### src/rtl/dsec_ctrl.sv
// dsec_ctrl: sequencing FSM for the encrypt/compress/shift-concat datapath.
// Latency: outputs from the FSM are registered one edge after the deciding inputs are sampled.
// Backpressure: a word is held in HOLD until out_rcvd is seen. Without an ack, a timeout moves the FSM to ERR.
//
// Ports:
//   clk, rst                        clock; asynchronous active-low reset
//   key_config, in_valid, comp_rdy  input side: key setup, data valid, compressor ready
//   scon_done, valid_bits           datapath status: word complete, bits left in compressor
//   flush_req, out_rcvd, err_clr    end-of-stream, downstream ack, error clear
//   stall, rdy, valid_to_comp       combinational datapath controls
//   out_valid, dump_comp, error     registered status
//   error_code, word_cnt            registered sticky error flags and count of delivered words
module dsec_ctrl #(
  parameter int VB_W    = 7,
  parameter int ERR_W   = 64,
  parameter int CNT_W   = 16,
  parameter int TIMEOUT = 256
) (
  input  logic             clk,
  input  logic             rst,
  input  logic             key_config,
  input  logic             in_valid,
  input  logic             out_rcvd,
  input  logic             flush_req,
  input  logic             comp_rdy,
  input  logic             scon_done,
  input  logic [VB_W-1:0]  valid_bits,
  input  logic             err_clr,
  output logic             stall,
  output logic             rdy,
  output logic             valid_to_comp,
  output logic             out_valid,
  output logic             dump_comp,
  output logic             error,
  output logic [ERR_W-1:0] error_code,
  output logic [CNT_W-1:0] word_cnt
);

  typedef enum logic [2:0] {
    S_IDLE, S_KEYCFG, S_RUN, S_HOLD, S_FLUSH, S_ERR
  } state_t;

  localparam int TMO_W = (TIMEOUT > 2) ? $clog2(TIMEOUT) : 1;
  localparam logic [TMO_W-1:0] TMO_LAST = TMO_W'((TIMEOUT > 0) ? TIMEOUT - 1 : 0);

  state_t           state, state_nxt;
  logic [3:0]       err_flags;
  logic [3:0]       err_set;
  logic [TMO_W-1:0] tmo_cnt;
  logic             flush_pend;
  logic             word_done;

  always_comb begin
    state_nxt = state;
    err_set   = 4'b0000;
    case (state)
      S_IDLE: begin
        if (key_config)      state_nxt = S_KEYCFG;
        else if (flush_req)  state_nxt = S_FLUSH;
        else if (in_valid)   state_nxt = S_RUN;
      end
      S_KEYCFG: begin
        if (!key_config)     state_nxt = S_IDLE;
      end
      S_RUN: begin
        if (in_valid && !comp_rdy) begin
          state_nxt  = S_ERR;
          err_set[0] = 1'b1;
        end else if (scon_done) state_nxt = S_HOLD;
        else if (flush_req)     state_nxt = S_FLUSH;
        else if (key_config)    state_nxt = S_KEYCFG;
      end
      S_HOLD: begin
        // Key reconfiguration while a word is held corrupts it. This check takes priority over the ack.
        if (key_config) begin
          state_nxt  = S_ERR;
          err_set[2] = 1'b1;
        end else if (out_rcvd) begin
          state_nxt = (flush_pend || flush_req) ? S_FLUSH : S_RUN;
        end else if (TIMEOUT != 0 && tmo_cnt == TMO_LAST) begin
          state_nxt  = S_ERR;
          err_set[1] = 1'b1;
        end
      end
      S_FLUSH: begin
        if (scon_done)                state_nxt = S_HOLD;
        else if (valid_bits == '0)    state_nxt = S_IDLE;
      end
      S_ERR: begin
        if (err_clr)         state_nxt = S_IDLE;
      end
      default:               state_nxt = S_IDLE;
    endcase
    // An ack with nothing held is flagged. In ERR, every input except err_clr is ignored.
    if (out_rcvd && state != S_HOLD && state != S_ERR) err_set[3] = 1'b1;
  end

  assign word_done = (state == S_HOLD) && out_rcvd && !key_config;

  always_ff @(posedge clk or negedge rst) begin
    if (!rst) begin
      state      <= S_IDLE;
      out_valid  <= 1'b0;
      dump_comp  <= 1'b0;
      error      <= 1'b0;
      err_flags  <= 4'b0000;
      word_cnt   <= '0;
      tmo_cnt    <= '0;
      flush_pend <= 1'b0;
    end else begin
      state     <= state_nxt;
      out_valid <= (state_nxt == S_HOLD);
      dump_comp <= (state_nxt == S_FLUSH) && (valid_bits != '0);
      error     <= (state_nxt == S_ERR);
      if (state == S_ERR && err_clr) err_flags <= 4'b0000;
      else                           err_flags <= err_flags | err_set;
      if (word_done) word_cnt <= word_cnt + 1'b1;
      // The counter runs only while HOLD persists, so every entry into HOLD starts it at zero.
      tmo_cnt <= (state == S_HOLD && state_nxt == S_HOLD) ? tmo_cnt + 1'b1 : '0;
      // The flush remains pending while in HOLD. It is armed either by a flush_req
      // received in HOLD or by a word completed during FLUSH.
      flush_pend <= (state_nxt == S_HOLD) &&
                    (flush_pend || state == S_FLUSH || (state == S_HOLD && flush_req));
    end
  end

  always_comb begin
    error_code      = '0;
    error_code[3:0] = err_flags;
  end

  assign stall         = !(state == S_RUN && in_valid && !key_config);
  assign rdy           = comp_rdy && (state == S_IDLE || state == S_RUN);
  assign valid_to_comp = (state == S_RUN) && in_valid && comp_rdy && !key_config;

endmodule
### config.mk
export PLATFORM = sky130hd
export DESIGN_NAME = dsec_ctrl
export DESIGN_NICKNAME = d
export VERILOG_FILES = /design/src/rtl/dsec_ctrl.sv
export SDC_FILE = /design/constraint.sdc
export NUM_CORES = 1
export LEC_CHECK = 0
export ABC_AREA = 1
export CAP_MARGIN = 20
export CORE_MARGIN = 1
export CORE_UTILIZATION = 43
export DETAILED_ROUTE_END_ITERATION = 16
export PLACE_DENSITY_LB_ADDON = 0.15
export SYNTH_ARGS = -nofsm -noshare
export SYNTH_HDL_FRONTEND = slang
export SYNTH_SLANG_ARGS = --single-unit
### constraint.sdc
create_clock -name clk -period 1.7 [get_ports clk]
set_input_delay 0.17 -clock clk [delete_from_list [all_inputs] [get_ports clk]]
set_output_delay 0.17 -clock clk [all_outputs]
set_load 0.05 [all_outputs]
==> run_1/layer_met2.png <==
(4 px per um)
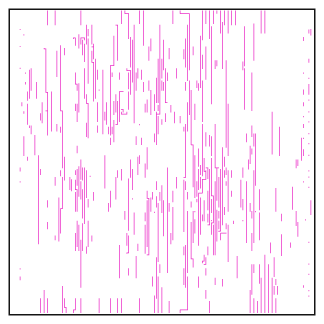
The layer holds 46% of the routed length. The wires run mostly vertical. The longest straight run is 26.2 um. The layer carries 2010 um of wire. 311 nets have wire on it.
Vias: 1776
total wire length: 4370 um

==> run_1/clocks.png <==
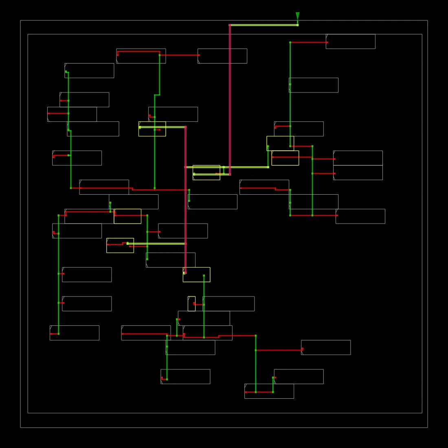
clk_lat worst skew: 0.28 ns
flip-flop and latch count: 35
P_clk: 651 uW
Clock Skew: 0.00710 ns

==> run_1/layer_met3.png <==
(4 px per um) Cells faint in the background.
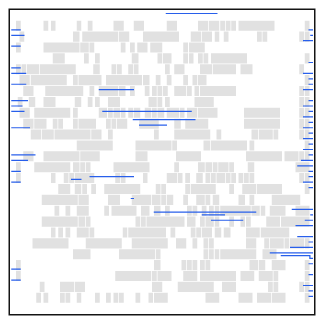
62 nets have wire on it. The longest straight run is 25.3 um. The layer carries 249 um of wire. The layer holds 5.7% of the routed length. The wires run mostly horizontal.
GR Layer Usage met3: 3.47%

==> reports/results.tsv, run 1 <==
stage	metric	value	unit
pwr	Switching Fraction	46.2	%
yosys	Synth Register Bits	35	
final_layout	Max-area cell class	combinational gates	
sta	Slew @ Worst Pin	0.504	ns
global_route	GRT busiest layer	met2	
final_layout	Fill cells	508	
clocking	Max Buffers Root-to-Sink	2	
final_layout	P&R area growth vs syn	18.6	%
pwr	VDD IR-drop max	633	uV
route	drt wl/cell	10.4	um
route	first-pass iteration count of the detailed router	4	
yosys	YS chip area	2360	um^2
yosys	Dominant cell area share	37.2	%
final_layout	Top cells excl fill/tap	conb_1 (60), nand2_1 (55), nor2_1 (40)	
route	DR WL met3	249	um
pwr	Total Power	3.31	mW
yosys	biggest area cells	dfrtp_1 (37%), buf_4 (19%), nand2_1 (8.8%), nor2_1 (6.5%), inv_1 (4.1%)	
pwr	pwr/cell area	1180	nW/um^2
status	status	finished, final reports clean	
job	tool warnings	26	
yosys	Yosys warnings	0	
route	routed wl met2	2010	um
sta	max-slew violations	0	
die	Tapcell Cnt	70	
yosys	Basic Gates by Area	26.9	%
clocking	Worst-path clk slew	0.07	ns
final_layout	Largest regs	word_cnt: 16 flops, tmo_cnt: 8 flops, err_flags: 4 flops	
sta	WHS	0.296	ns
sta	Final setup viols	0	
final_layout	Non-Clock Inverter Count	30	
yosys	Post-synth EDFFs	0	
clocking	H-tree levels	2	
placed_design	Port-buffer cells	41	
worst_setup_path	R2R setup slack	0.16	ns
pwr	Logic power comb	1.54	mW
worst_setup_path	Setup crit start kind	flop	
sta	Final Hold Viols	0	
pwr	Clk network pwr share	19.7	%
sta	Peak Freq	622	MHz
pwr	P_sw	1.53	mW
yosys	Top logic family	simple AND/OR/NAND/NOR gates	
clocking	CTS Sinks	35	
yosys	synthesized area	2360	um^2
worst_setup_path	Crit path max-delay family	buffers and inverters	
job	Max-Cap Viols	0	
yosys	XORs/XNORs by Area	6.64	%
worst_setup_path	element type at the critical path end	primary output	
yosys	syn avg cell area	7.99	um^2
final_layout	Commonest Layout Cell	conb_1	
final_layout	nets@finish	366	
final_layout	number of clock buffers in the layout	8	
route	remaining antenna violation count	0	
route	DRT iter0 DRCs	79	
sta	Rel. slew slack	66.3	%
worst_setup_path	CP required	1.53	ns
placed_design	placed instance count	409	
final_layout	max FFs per register	16	
die	row cnt	26	
final_layout	Largest Register	word_cnt	
placed_design	HPWL after DPL	3430	um
worst_setup_path	Worst EP arrival	1.44	ns
global_route	GRT Total Usage	15.7	%
placed_design	DP Area	2660	um^2
route	M1 wire length	2060	um
worst_setup_path	crit-path max FO	2	
final_layout	Ant. Diodes	0	
clocking	CTS buffer count	5	
pwr	Logic pwr share	46.6	%
route	DRC errors left	0	
route	Vias/cell	4.24	
yosys	Post-synth top cells	buf_4 (60), nand2_1 (55), nor2_1 (41), dfrtp_1 (35), inv_1 (26)	
die	Initial Util	45.3	%
final_layout	buffers outside the clock class	48	
final_layout	sequential share of cell area	31.5	%
sta	setup_tns	0	ns
final_layout	clk tree area frac	3.58	%
worst_setup_path	Worst setup endpoint	error_code[3]	
final_layout	Comb gates	228	
clocking	CTS tree	yes	
worst_setup_path	cell depth of the worst flop-to-flop path	10	
clocking	Setup Fix Bufs, Post-CTS	1	
sta	min Tclk post-route	1.61	ns
yosys	Post-Synthesis Cells	295	
global_route	grt met1 use	20.9	%
yosys	Yosys cell types	31	
==> run_1/power_grid.png <==
(4 px per um) Pins as bars on the die edge. Tap cells in gray.
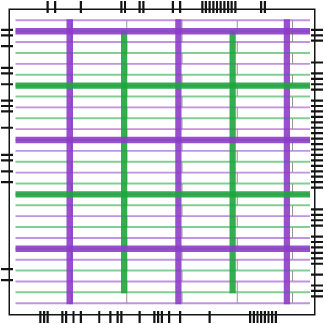

==> inputs of run 2 (changes only) <==
--- a/config.mk
+++ b/config.mk
@@ -7,6 +7,7 @@
 export LEC_CHECK = 0
 export ABC_AREA = 1
 export CAP_MARGIN = 20
+export CORE_ASPECT_RATIO = 1.4
 export CORE_MARGIN = 1
 export CORE_UTILIZATION = 43
 export DETAILED_ROUTE_END_ITERATION = 16
==> run_2/power_grid.png <==
(4 px per um) Pins as bars on the die edge. Tap cells in gray.
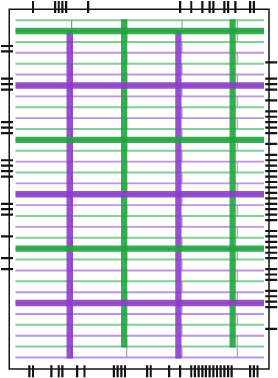
VSS: drawn in purple. VDD: drawn in green.
32 met1 rails follow the rows. 66 tap cells. 4 straps on met4.

==> run_2/layer_met2.png <==
(3 px per um)
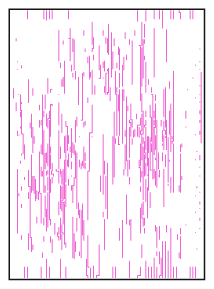
325 nets have wire on it. The layer holds 52% of the routed length. The layer carries 2240 um of wire. The longest straight run is 33.3 um.

==> run 2 against run 1 <==
  * Clock power fell by 6.8%
  * Clock-buffer cell count fell by 1
  * Wire length fell by 1.3%
  * Hold slack got worse by 0.0044 ns
  * Sequential cell count did not move
  * Fmax rose by 0.16%
  * Die size barely moved
  * Utilization rose by 0.35 points
  * Critical path depth rose by 5
==> reports/results.tsv, run 2 <==
stage	metric	value	unit	change
worst_setup_path	R2R setup slack	0.17	ns	about the same
worst_setup_path	cell depth of the worst flop-to-flop path	6		-4
clocking	Setup Fix Bufs, Post-CTS	1		unchanged
final_layout	buffers outside the clock class	56		+17%
yosys	biggest area cells	dfrtp_1 (37%), buf_4 (19%), nand2_1 (8.8%), nor2_1 (6.5%), inv_1 (4.1%)		
route	DR WL met3	209	um	-16%
pwr	Logic pwr share	47.5	%	+0.9 points
clocking	CTS tree	yes		
pwr	VDD IR-drop max	487	uV	-23%
yosys	syn avg cell area	7.99	um^2	unchanged
final_layout	P&R area growth vs syn	20.1	%	
route	Vias/cell	4.35		+2.6%
sta	WHS	0.291	ns	-0.00436 ns
yosys	XORs/XNORs by Area	6.64	%	unchanged
worst_setup_path	element type at the critical path end	primary output		
yosys	Basic Gates by Area	26.9	%	unchanged
job	Max-Cap Viols	0		unchanged
pwr	Clk network pwr share	18.6	%	-1.1 points
route	DRT iter0 DRCs	74		-6.3%
clocking	Max Buffers Root-to-Sink	2		unchanged
yosys	Synth Register Bits	35		unchanged
final_layout	max FFs per register	16		unchanged
final_layout	Ant. Diodes	0		unchanged
final_layout	Max-area cell class	combinational gates		
worst_setup_path	Worst setup endpoint	valid_to_comp		
worst_setup_path	Crit path max-delay family	flip-flops		
status	status	finished, final reports clean		
yosys	Top logic family	simple AND/OR/NAND/NOR gates		
worst_setup_path	Worst EP arrival	1.44	ns	about the same
yosys	Dominant cell area share	37.2	%	unchanged
placed_design	Port-buffer cells	41		unchanged
sta	Rel. slew slack	66.6	%	+0.33 points
yosys	Yosys warnings	0		unchanged
yosys	Post-Synthesis Cells	295		unchanged
global_route	GR Layer Usage met3	3.16	%	-0.32 points
route	M1 wire length	1750	um	-15%
yosys	Yosys cell types	31		unchanged
yosys	synthesized area	2360	um^2	unchanged
worst_setup_path	CP required	1.53	ns	about the same
pwr	P_sw	1.52	mW	-0.23%
placed_design	DP Area	2710	um^2	+1.9%
clocking	Worst-path clk slew	0.07	ns	about the same
pwr	Switching Fraction	46.7	%	+0.47 points
global_route	GRT busiest layer	met2		
die	Tapcell Cnt	66		-5.7%
route	Vias	1839		+3.5%
final_layout	flip-flop and latch count	35		unchanged
final_layout	number of clock buffers in the layout	7		-1
pwr	Logic power comb	1.55	mW	about the same
route	drt wl/cell	10.2	um	-2.3%
clocking	H-tree levels	2		unchanged
placed_design	placed instance count	413		+0.98%
sta	setup_tns	0	ns	unchanged
final_layout	sequential share of cell area	31.1	%	-0.39 points
die	Initial Util	45.0	%	-0.27 points
route	DRC errors left	0		unchanged
final_layout	Commonest Layout Cell	conb_1		
sta	Final Hold Viols	0		unchanged
route	remaining antenna violation count	0		unchanged
placed_design	HPWL after DPL	3410	um	-0.38%
yosys	YS chip area	2360	um^2	unchanged
route	routed wl met2	2240	um	+12%
sta	max-slew violations	0		unchanged
global_route	GRT Total Usage	16.2	%	+0.48 points
final_layout	Largest regs	word_cnt: 16 flops, tmo_cnt: 8 flops, err_flags: 4 flops		
sta	Final setup viols	0		unchanged
yosys	Post-synth EDFFs	0		unchanged
yosys	Post-synth top cells	buf_4 (60), nand2_1 (55), nor2_1 (41), dfrtp_1 (35), inv_1 (26)		
final_layout	Largest Register	word_cnt		
final_layout	Top cells excl fill/tap	conb_1 (60), nand2_1 (55), nor2_1 (40)		
route	first-pass iteration count of the detailed router	6		+2
==> run_2/clocks.png <==
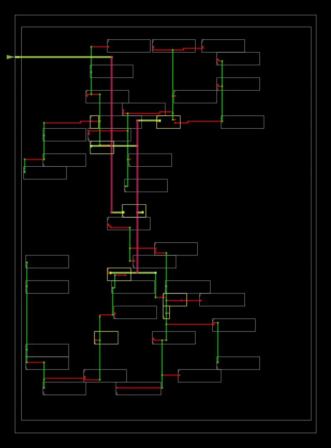
CTS Sinks: 35
CTS buffer count: 5
P_clk: 607 uW
Clock Skew: 0.00977 ns

==> run_2/wires.png <==
(4 px per um)
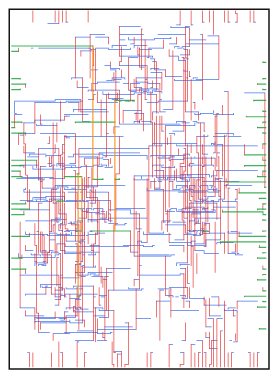

==> inputs of run 3 (changes only) <==
--- a/config.mk
+++ b/config.mk
@@ -11,7 +11,7 @@
 export CORE_MARGIN = 1
 export CORE_UTILIZATION = 43
 export DETAILED_ROUTE_END_ITERATION = 16
-export PLACE_DENSITY_LB_ADDON = 0.15
+export PLACE_DENSITY = 0.78
 export SYNTH_ARGS = -nofsm -noshare
 export SYNTH_HDL_FRONTEND = slang
 export SYNTH_SLANG_ARGS = --single-unit
==> run_3/wires.png <==
(4 px per um)
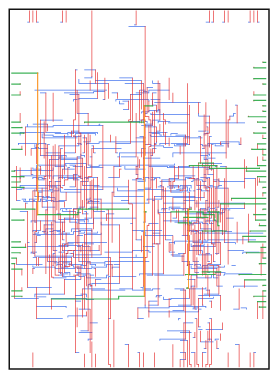
metal 1: drawn in blue, wire length 1760 um. metal 3: drawn in green, wire length 305 um. metal 2: drawn in red, wire length 2320 um. metal 4: drawn in orange, wire length 103 um.
GRT Total Usage: 17.5%
drt wl/cell: 10.8 um
total wire length: 4490 um
Vias: 1838

==> run_3/layer_met3.png <==
(3 px per um) Cells faint in the background.
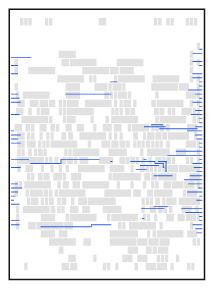
The layer carries 305 um of wire. The layer holds 6.8% of the routed length. The wires run mostly horizontal.

==> run_3/clocks.png <==
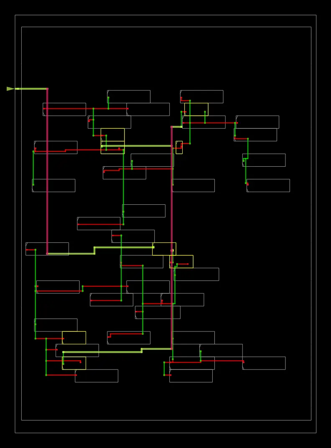
clk_lat worst skew: 0.29 ns
number of clock buffers in the layout: 8
Clock Skew: 0.00251 ns

==> run 3 against run 2 <==
  * Design area decreased by 1.5%
  * Global-route usage grew 1.3 points
  * Synthesized cell count unchanged
  * Critical path depth down 5
  * Critical endpoint is now error_code[0]
==> reports/results.tsv, run 3 <==
stage	metric	value	unit	change
status	status	finished, final reports clean		
die	io pins	102		
final_layout	flip-flop and latch count	35		unchanged
yosys	Dominant cell area share	37.2	%	unchanged
global_route	GR Layer Usage met3	4.42	%	+1.3 points
pwr	VDD IR-drop max	866	uV	+78%
pwr	P_clk	662	uW	+9.1%
clocking	CTS Sinks	35		unchanged
yosys	# Cells Yosys	295		
clocking	CTS buffer count	5		unchanged
yosys	syn avg cell area	7.99	um^2	unchanged
worst_setup_path	Crit path max-delay family	buffers and inverters		
pwr	Clk network pwr share	19.8	%	+1.2 points
placed_design	pre-CTS WS	0.0179	ns	
sta	WHS	0.295	ns	+0.00303 ns
clocking	Setup Fix Bufs, Post-CTS	1		unchanged
yosys	biggest area cells	dfrtp_1 (37%), buf_4 (19%), nand2_1 (8.8%), nor2_1 (6.5%), inv_1 (4.1%)		
pwr	Logic pwr share	46.8	%	-0.7 points
route	routed wl met2	2320	um	+3.4%
job	tool warnings	26		
route	DRT iter0 DRCs	120		+62%
pwr	Logic power comb	1.56	mW	about the same
job	Max-Cap Viols	0		unchanged
die	Initial Util	45.0	%	unchanged
final_layout	Commonest Layout Cell	conb_1		
final_layout	Ant. Diodes	0		unchanged
route	remaining antenna violation count	0		unchanged
sta	Slew @ Worst Pin	0.500	ns	
sta	Final setup viols	0		unchanged
yosys	YS chip area	2360	um^2	unchanged
worst_setup_path	Worst EP arrival	1.44	ns	about the same
route	DRC errors left	0		unchanged
worst_setup_path	CP required	1.53	ns	about the same
yosys	synthesized area	2360	um^2	unchanged
yosys	XORs/XNORs by Area	6.64	%	unchanged
worst_setup_path	cell depth of the worst flop-to-flop path	9		+3
pwr	Main power group	combinational logic		
clocking	Worst-path clk slew	0.07	ns	about the same
worst_setup_path	CP Depth	1		
route	first-pass iteration count of the detailed router	4		-2
sta	setup_tns	0	ns	unchanged
final_layout	Largest regs	word_cnt: 16 flops, tmo_cnt: 8 flops, err_flags: 4 flops		
final_layout	P&R area growth vs syn	18.4	%	
yosys	Yosys cell types	31		unchanged
placed_design	placed instance count	405		-1.9%
clocking	CTS tree	yes		
final_layout	max FFs per register	16		unchanged
yosys	Yosys warnings	0		unchanged
global_route	largest net degree at the start of global routing	36		
sta	Rel. slew slack	66.6	%	about the same
clocking	H-tree levels	2		unchanged
die	Tapcell Cnt	66		unchanged
worst_setup_path	Worst setup endpoint	error_code[0]		
yosys	Basic Gates by Area	26.9	%	unchanged
route	M1 wire length	1760	um	+0.74%
worst_setup_path	element type at the critical path end	primary output		
yosys	Synth Register Bits	35		unchanged
final_layout	Largest Register	word_cnt		
final_layout	Max-area cell class	combinational gates		
worst_setup_path	R2R setup slack	0.17	ns	about the same
yosys	Post-synth EDFFs	0		unchanged
final_layout	Top cells excl fill/tap	conb_1 (60), nand2_1 (54), nor2_1 (40)		
yosys	most common cell in the synthesized netlist	buf_4		
pwr	Switching Fraction	46.5	%	-0.18 points
sta	Final Hold Viols	0		unchanged
global_route	GRT busiest layer	met2		
final_layout	sequential share of cell area	31.5	%	+0.46 points
clocking	Max Buffers Root-to-Sink	2		unchanged
yosys	Top logic family	simple AND/OR/NAND/NOR gates		
pwr	P_sw	1.55	mW	+1.8%
sta	max-slew violations	0		unchanged
placed_design	DP Area	2660	um^2	-1.9%
yosys	Post-Synthesis Cells	295		unchanged
route	Vias/cell	4.43		+1.9%
placed_design	HPWL after DPL	3450	um	+0.98%
Power figures rest on the tool's default switching activity, not on a simulated workload.
